**Track usage over the die**

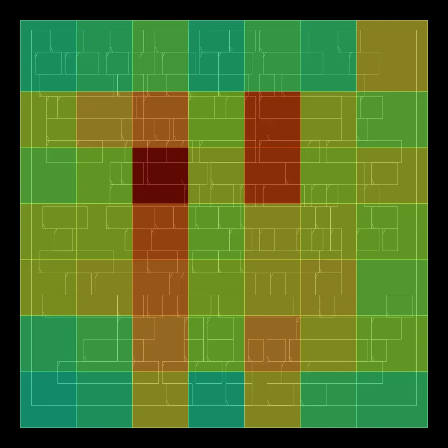
**Selected gate families**

(6 px per um)
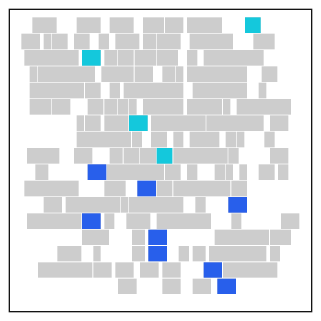
**Layout detail**

Region (25, 25) to (50, 50) um. Cells in gray, sequential cells in the stronger gray; small squares are vias.
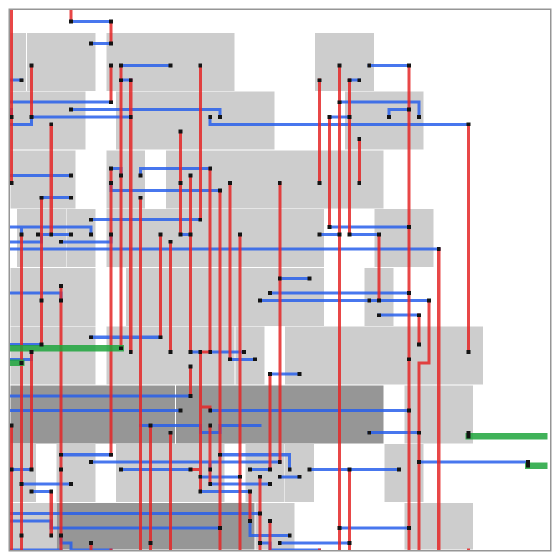
**Sequential cells colored by netlist name**

(10 px per um)
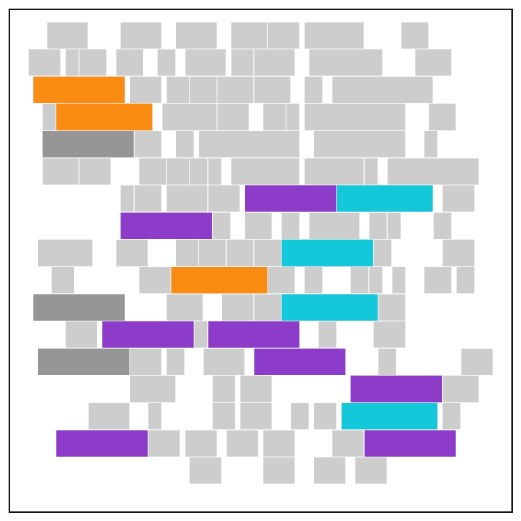
**M1 wires**

(6 px per um)
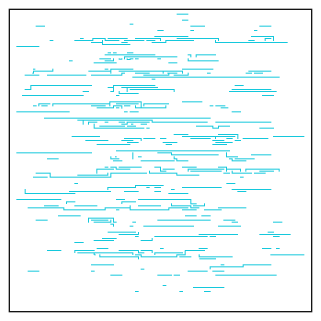
--- config.mk ---
export PLATFORM = sky130hd
export DESIGN_NAME = maq_embalagem
export DESIGN_NICKNAME = d
export VERILOG_FILES = /design/src/rtl/maq_embalagem.sv
export SDC_FILE = /design/constraint.sdc
export NUM_CORES = 1
export LEC_CHECK = 0
export CAP_MARGIN = 20
export CORE_UTILIZATION = 42
export CTS_CLUSTER_DIAMETER = 120
export CTS_CLUSTER_SIZE = 12
export DETAILED_ROUTE_END_ITERATION = 16
export GPL_ROUTABILITY_DRIVEN = 0
export GPL_TIMING_DRIVEN = 0
export PLACE_DENSITY = 0.74
export SLEW_MARGIN = 20
export SYNTH_ARGS = -nofsm -noshare
export SYNTH_HDL_FRONTEND = slang
export SYNTH_SLANG_ARGS = --single-unit
--- constraint.sdc ---
create_clock -name clk -period 1.53 [get_ports clk]
set_input_delay 0.306 -clock clk [delete_from_list [all_inputs] [get_ports clk]]
set_output_delay 0.306 -clock clk [all_outputs]
set_load 0.02 [all_outputs]
--- src/rtl/maq_embalagem.sv ---
// Packing stage: pushes each finished bottle into a crate, advances the conveyor,
// counts bottles per crate and in total. Optional watchdog: MAQ_EMBALAGEM_WATCHDOG_EN.
module maq_embalagem #(
  parameter int unsigned CAIXA_N = 6,
  parameter int unsigned TIMEOUT = 1000
) (
  input  logic       clk,
  input  logic       reset,
  input  logic       gc,
  input  logic       pg,
  input  logic       cx,
  input  logic       ret,
  output logic       empurra,
  output logic       esteira,
  output logic       cx_cheia,
  output logic       falta_cx,
  output logic       alarme,
  output logic [3:0] qtd_caixa,
  output logic [7:0] total,
  output logic [2:0] estado
);

  typedef enum logic [2:0] {
    ESPERA      = 3'b000,
    TRANSFERE   = 3'b001,
    AVANCA      = 3'b010,
    CAIXA_CHEIA = 3'b011,
    TROCA       = 3'b100,
    ERRO        = 3'b101
  } estado_t;

  localparam logic [3:0] L_CAIXA_N = 4'(CAIXA_N);

  if (CAIXA_N < 1 || CAIXA_N > 15 || TIMEOUT < 1 || TIMEOUT > 1023) begin : g_param_err
    $error("maq_embalagem: CAIXA_N must be 1..15 and TIMEOUT 1..1023");
  end

  estado_t    r_estado;
  estado_t    w_prox;
  logic       r_empurra;
  logic       r_esteira;
  logic       r_cx_cheia;
  logic [3:0] r_qtd;
  logic [7:0] r_total;
  logic       w_sai;
  logic [3:0] w_qtd_inc;

  assign w_sai     = ret && !pg;
  assign w_qtd_inc = r_qtd + 4'd1;

`ifdef MAQ_EMBALAGEM_WATCHDOG_EN
  localparam logic [9:0] L_TIMEOUT = 10'(TIMEOUT);
  logic [9:0] r_wd;
  logic [9:0] w_wd_inc;
  logic       r_alarme;
  assign w_wd_inc = r_wd + 10'd1;
  assign alarme   = r_alarme;
`else
  assign alarme = 1'b0;
`endif

  // Next-state logic; the exit condition wins over a simultaneous watchdog expiry.
  always_comb begin
    w_prox = r_estado;
    case (r_estado)
      ESPERA:      if (gc && cx) w_prox = TRANSFERE;
      TRANSFERE: begin
        if (w_sai) begin
          w_prox = (w_qtd_inc == L_CAIXA_N) ? CAIXA_CHEIA : AVANCA;
        end
`ifdef MAQ_EMBALAGEM_WATCHDOG_EN
        else if (w_wd_inc == L_TIMEOUT) begin
          w_prox = ERRO;
        end
`endif
      end
      AVANCA:      if (pg) w_prox = ESPERA;
      CAIXA_CHEIA: if (!cx) w_prox = TROCA;
      TROCA:       if (cx) w_prox = AVANCA;
      ERRO:        w_prox = ERRO;
      default:     w_prox = ESPERA;
    endcase
  end

  // Outputs are registered from the next state so they change with the state itself.
  always_ff @(posedge clk or negedge reset) begin
    if (!reset) begin
      r_estado   <= ESPERA;
      r_empurra  <= 1'b0;
      r_esteira  <= 1'b0;
      r_cx_cheia <= 1'b0;
      r_qtd      <= 4'd0;
      r_total    <= 8'd0;
`ifdef MAQ_EMBALAGEM_WATCHDOG_EN
      r_wd       <= 10'd0;
      r_alarme   <= 1'b0;
`endif
    end else begin
      r_estado   <= w_prox;
      r_empurra  <= (w_prox == TRANSFERE);
      r_esteira  <= (w_prox == AVANCA);
      r_cx_cheia <= (w_prox == CAIXA_CHEIA) || (w_prox == TROCA);
      if (r_estado == TRANSFERE && w_sai) begin
        r_qtd   <= w_qtd_inc;
        r_total <= r_total + 8'd1;
      end else if (r_estado == TROCA && cx) begin
        r_qtd <= 4'd0;
      end
`ifdef MAQ_EMBALAGEM_WATCHDOG_EN
      r_alarme <= (w_prox == ERRO);
      if (r_estado == TRANSFERE) begin
        r_wd <= w_wd_inc;
      end else if (w_prox == TRANSFERE) begin
        r_wd <= 10'd0;
      end
`endif
    end
  end

  assign empurra   = r_empurra;
  assign esteira   = r_esteira;
  assign cx_cheia  = r_cx_cheia;
  assign falta_cx  = reset && (r_estado == ESPERA) && gc && !cx;
  assign qtd_caixa = r_qtd;
  assign total     = r_total;
  assign estado    = r_estado;

endmodule

==> impl_metrics.yaml <==
# implementation run metrics
run_status:
  status: "finished, violations left"
  violations: "setup timing"
yosys:
  netlist_logic_family_top: "simple AND/OR/NAND/NOR gates"
  syn_area_per_cell_um2: 10.9
  top_cell: "dfrtp_1"
  syn_inst: 89
  largest_area_cell: "dfrtp_1"
  netlist_area_um2: 973
  common_cells: "dfrtp_1 (18), o21ai_0 (6), xnor2_1 (6)"
  syn_nets: 98
  ys_area_um2: 973
  synthXorXnorAreaFrac: 0.0720
  synth-main-ff-cell: "dfrtp_1"
  synth_flops: 18
  yosysTopAreaCellShare: 0.463
  yosys_cells: 89
  compound_area_frac: 0.125
  ys_sh_simple: 0.230
  edf_count: 0
  topCellsByArea: "dfrtp_1 (46%), xnor2_1 (5.4%), ha_1 (3.9%)"
  netlist-cell-type-count: 35
  mux_area_frac: 0.0270
global_routing:
  grt_pass1_vias: 808
  grt_pass1_wl_mm: 3.35
  grt_max_degree: 20
  track_usage: 0.176
floorplanning:
  chip_area_um2: 2510
  ios: 26
  num_tap_cells: 28
  row_count: 17
  floorplan.core_util: 0.444
  die_w_um: 50.1
  coreArea_um2: 2190
finish:
  antenna_cells: 0
  final-nonclk-buf-share: 0.219
  nClkBuffers: 4
  logic_area_um2: 597
  nNonClkBuffers: 37
  layout_top_cells: "dlygate4sd2_1 (16), dfrtp_1 (13), buf_4 (8), o21ai_0 (6), xnor2_1 (6)"
  logic_gates: 63
  nets: 136
  largest_reg_flops: 8
  flops: 18
  drive_above_1_share: 0.365
  inverters: 4
  top_area_cell_class: "logic gates"
  n_fill_cell: 181
worst_setup_path:
  cp-startpoint: "estado[0]$_DFF_PN0_"
  r2r-end: "cx_cheia$_DFF_PN0_"
  cp.required_ps: 1720
  crit_chain: "buf_4 -> buf_6 -> or3b_4 -> a21oi_4 -> nor3_4 -> mux2_4"
  cp_slowest_stage_delay_ps: 410
  start_kind: "flip-flop"
  critical_path_class: "reg2reg"
  cp_max_fo: 3
  r2r_start: "estado[0]$_DFF_PN0_"
  cp_top_family: "simple AND/OR/NAND/NOR gates"
  cp_num_buf_inv: 2
  worstPathArrival_ps: 1910
  critical_path_depth: 6
  r2r_setup_slack_ps: -190
  reg2regPathDepth: 6
  cp-endpoint: "cx_cheia$_DFF_PN0_"
  cpMaxStageDelayCell: "or3b_4"
clock_tree:
  numClockSinks: 18
  post_cts_buffers: 6
  insertion_delay_ps: 300
  cts_tree: "done"
  root_buffer: "clkbuf_4"
  cts_buffer_depth: 2
  cts.clk_slew.worst_paths_ps: 100
  cts_max_level: 1
  cts_hold_buf: 0
final_timing:
  slew_viol_final: 0
  worst_pin_slew_ps: 783
  holdWs_ps: 485
  fin_skew_ps: 7.57
  worst_slack_ps: -192
  max_freq_mhz: 581
  finalSetupViolations: 4
  rsz0062_at_grt: "true"
  fin_crit_sh: 1.13
  fin_tns_setup_ps: -544
  hold_viol: 0
power:
  powerSeq_mw: 0.844
  comb_power_mw: 1.38
  p_int_mw: 1.41
  top_power_group: "combinational cells"
  p_clk_mw: 0.250
  p_comb_frac: 0.558
  clockPowerShare: 0.101
  leakagePower_nw: 0.679
  pwr-share-seq: 0.341
  p_sw_frac: 0.429
drt:
  drc_errors: 0
  firstDrtPassIters: 4
  routed.top_layer: "met4"
  wl_met3_um: 74
  drt_iter0_markers: 19
placed_design:
  dp_slack_ps: -1170
  io_buffers: 24
  dp_hpwl_mm: 1.49
  dp_cells: 141
flow_run:
  tool_warnings: 30
  drv_cap: 0
worst_hold_path:
  hp-class: "reg2reg"
  min_path_cells: 1
  min_from: "total[7]$_DFFE_PN0P_"
-- 'track usage over the die' (at the start) --
met3 usage: 0.0364
met2 GRT Util: 0.309
mean routed wirelength per cell: 14.7 um
Top Usage Layer GRT: met2
Finished Core Util: 0.660

-- 'selected gate families' (at the start) --
[blue] xor and xnor cells | cells: 8 | most used: xnor2_1
[cyan] non-inverting ao/oa cells | cells: 4 | most used: a21o_1
Comb area share: 0.413
Non-Filler Instances: 154
Top cell excl fill/tap: dlygate4sd2_1

-- 'layout detail' (at the start) --
[blue] M1
[red] M2
[green] M3
most frequent: dlygate4sd2_1 (3)
sequential cells in the window: 3
cells with their middle in the window: 31
netlist names of flops here include: `qtd_caixa` (2), `total` (1)

-- 'sequential cells colored by netlist name' (at the start) --
[orange] `estado` | flops: 3
[cyan] `qtd_caixa` | flops: 4
[purple] `total` | flops: 8
flop share of the area: 0.316
Reg area: 457 um2

-- 'M1 wires' (at the start) --
share of all routed wire: 43%
longest straight run: 27.6 um
nets with wire on the layer: 116
wire length on this layer: 979 um
main direction: horizontal
Post-Route WL: 2.27 mm
met1 Track Usage GR: 0.211
vias post-DR: 819

No activity file was given, so power comes from the tool's default toggle rates.
